==> config.mk <==
export PLATFORM = sky130hd
export DESIGN_NAME = watch_disp_scan
export DESIGN_NICKNAME = d
export VERILOG_FILES = /design/src/rtl/watch_pkg.sv /design/src/rtl/bcd_to_seg7.sv /design/src/rtl/watch_disp_scan.sv
export SDC_FILE = /design/constraint.sdc
export NUM_CORES = 1
export LEC_CHECK = 0
export ABC_AREA = 1
export CORE_MARGIN = 2
export CORE_UTILIZATION = 51
export DETAILED_ROUTE_END_ITERATION = 6
export PLACE_DENSITY = 0.77
export SLEW_MARGIN = 20
export SYNTH_ARGS = -nofsm -noshare
export SYNTH_HDL_FRONTEND = slang
export SYNTH_HIERARCHICAL = 1
export SYNTH_SLANG_ARGS = --single-unit
==> constraint.sdc <==
create_clock -name clk_1Khz -period 2.5 [get_ports clk_1Khz]
set_clock_uncertainty 0.2 [all_clocks]
set_input_delay 0.75 -clock clk_1Khz [delete_from_list [all_inputs] [get_ports clk_1Khz]]
set_output_delay 0.75 -clock clk_1Khz [all_outputs]
set_load 0.1 [all_outputs]
==> images/cell_classes.png <==
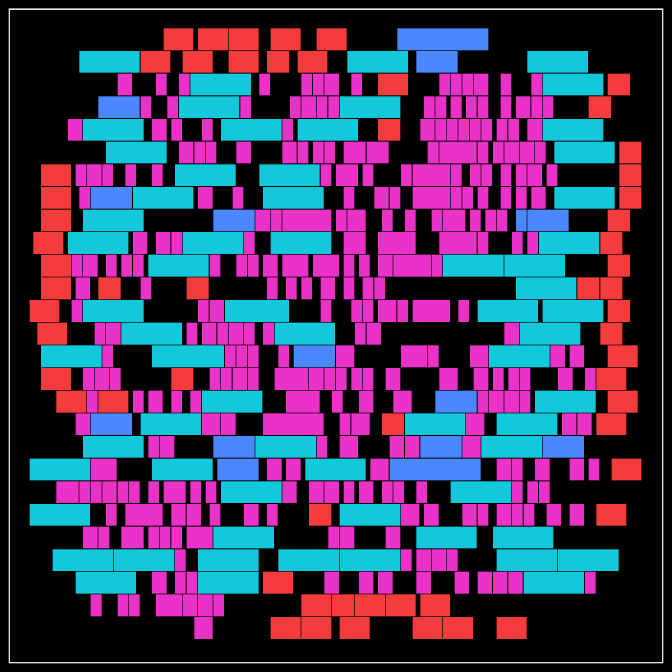
flip-flops: marked cyan, cells 65, share of their area 37%. all other logic: marked magenta, cells 301, share of their area 41%. clock drivers and dummy loads: marked blue, cells 15, share of their area 6.5%. other buffers and delay cells: marked red, cells 58, share of their area 15%.
row cnt: 27
final instance area: 3600 sq um
Util after Layout: 66.6%

==> images/registers.png <==
Other sequential cells in the stronger gray, the rest of the logic in the fainter gray.
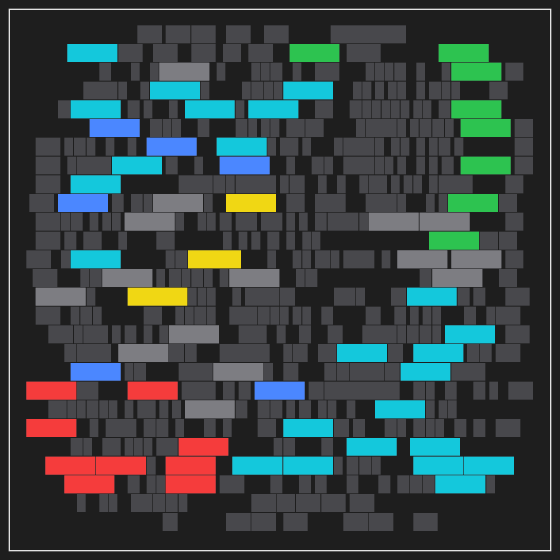
snap_dp_q: marked blue, sequential cells 6. seg: marked green, sequential cells 8, where upper right. blink_cnt_q: marked red, sequential cells 9, where lower left. snap_dig_q: marked cyan, sequential cells 24, where spread over the die. idx_q: marked yellow, sequential cells 3.
Another 15 sequential cells are not colored.
Flop+latch power: 1.07 mW
flop share of the area: 36.3%
Flop area: 1310 sq um

==> images/clock_map.png <==
Scale bar: 20 um.
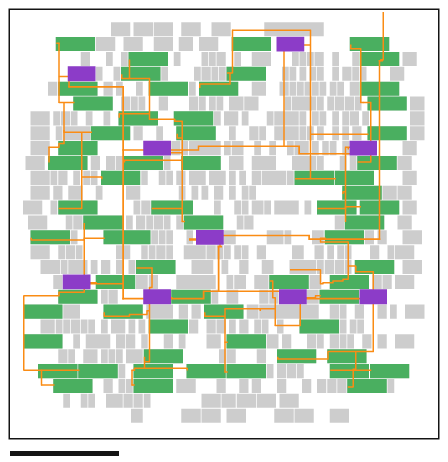
clock wires: marked orange, length 790 um. flip-flops: marked green, count 65. cells driving clock nets: marked purple, count 9.
Position of the flops: spread over the die.
clk_lat worst skew: 350 ps
Clock power frac: 43.3%
clk pwr: 1.01 mW

==> images/final_clocks.png <==
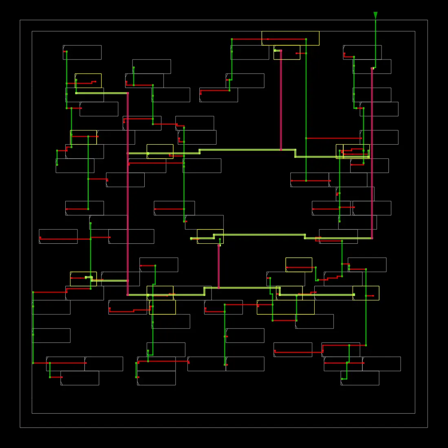
Flops: 65
CLK BUF: 13
Inserted Clock Buffers: 9

==> images/gate_families.png <==
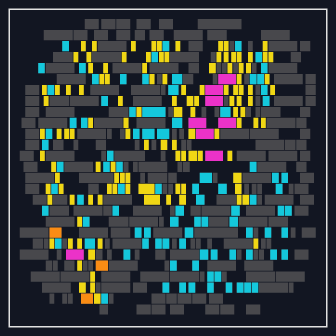
XOR/XNOR gates: marked orange, cells 3. inverting AOI/OAI gates: marked cyan, cells 90, where spread over the die. adder and majority cells: marked magenta, cells 8. NAND gates: marked yellow, cells 118.
multi-input combinational area share: 35.2%
most used logic cell in the final layout: nand2_1
Non-Filler Instances: 511

==> results.toml <==
# synthesis and place-and-route metrics
[sta]
hold_viol = 0
finalSetupViolCount = 0
worstMarginPinSlew_ps = 367
hold_slack_ps = 248
relSlewSlack_pct = 75.5
fin_crit_ps = 2240
fmaxAchievable_mhz = 446
finalCritPeriodShare_pct = 89.7
final_max_slew_viol_count = 0

[layout]
clock_area_share_pct = 6.36
buffers = 58
logic_gates = 253
areaGrowthSynthToFinish_pct = 27.9
num-nonclk-inverters = 48
nNetsFinal = 482
lay_top_cells = "nand2_1 (103), dfxtp_1 (63), a21oi_1 (49), inv_1 (43), clkdlybuf4s50_1 (38)"
dominant_cells = "flip-flops and latches"
final.fill_count = 488

[routing]
drc = 0
postRouteAntennaNets = 0
drt_iter0_drc = 91
wl_mm = 6.24
vias_per_cell = 4.92
dr.pass1.iters = 4

[placed_design]
dp.final_hpwl_mm = 4.66
place_area_sq_um = 3370
post-place-ws_ps = 131

[cts]
clock_sinks = 65
cts_max_level = 3
cts_tree = "built"
clock-root-buffer = "clkbuf_8"
clk_pin_slew_ps = 70
cts_resized = 0
cts_setup_buffers = 0

[logic_synthesis]
adder_share_pct = 3.55
async_reset_ff_share_pct = 0
common_cells = "nand2_1 (103), dfxtp_1 (65), a21oi_1 (49)"
logic_family = "simple AND/OR/NAND/NOR gates"
synth_flops = 65
avgSynthCellArea_sq_um = 7.43
synth_top_area_share_pct = 46.2
synth_area_leader_cell = "dfxtp_1"
ys_area_sq_um = 2820
ys_sh_mux_pct = 0
post_synth_ao_oa_area_fraction_pct = 17.6
syn_nets = 426
most_common_cell = "nand2_1"

[power_and_ir_drop]
seqPwrFrac_pct = 45.6
vdd_drop_max_mv = 0.442
leakage_nw = 1.50
netSwitchingPower_uw = 549
p_per_area_nw_per_um2 = 650
pg_comb_uw = 260

[critical_path]
r2r_slack_ps = 260
crit_fanout = 9
end_kind = "flop"
worstPathCellList = "nand2_1, o22ai_1, o21ai_0, nand2_1, inv_1, ha_1, nand2_1, nand2_1, nand2_1, nand2_1, inv_1, a21oi_1, nand2_1"
reg2reg_depth = 13
critical_path.max_stage_delay_ps = 420
crit_cells = 13
worstPathRequired_ps = 2540
cpLargestDelayFamily = "simple AND/OR/NAND/NOR gates"
slowest_stage = "dfxtp_2"

[die]
tapCellCount = 72
core-area_sq_um = 5410
initCoreUtil_pct = 52.1
chipHeight_um = 78.3
die-width_um = 78.3

[global_route]
grt_pass1_vias = 2333
grt_usage_pct = 22.3
grt_overflow = 0

[job]
warning_count = 31

[hold_path]
min_path_type = "flop to flop"

[outcome]
outcome = "finished, final reports clean"
-- layer usage --
layer / wire (um) / part of all wire (%) / vias up / track usage (%)
met5: 0 / 0 / - / 0
met4: 189 / 3.0 / 0 / 10.7
met3: 368 / 5.9 / 18 / 7.47
met2: 2800 / 45 / 67 / 35.4
met1: 2880 / 46 / 1094 / 27.1
li1: - / - / 1335 / -
-- kinds of logic after synthesis --
| logic type | count (synthesis) |
|---|---|
| DFF | 65 |
| xor gates and xnor gates | 3 |
| adders and majority gates | 8 |
| and+or+nand+nor | 152 |
| buffers and inverters | 61 |
| AOI/OAI and AO/OA | 90 |
-- tightest hold or removal path: stages (launching register included) --
cell,delay [ps]
dfxtp_1,310
inv_1,50
a21oi_1,50
Power is estimated from default activity; no workload was simulated.
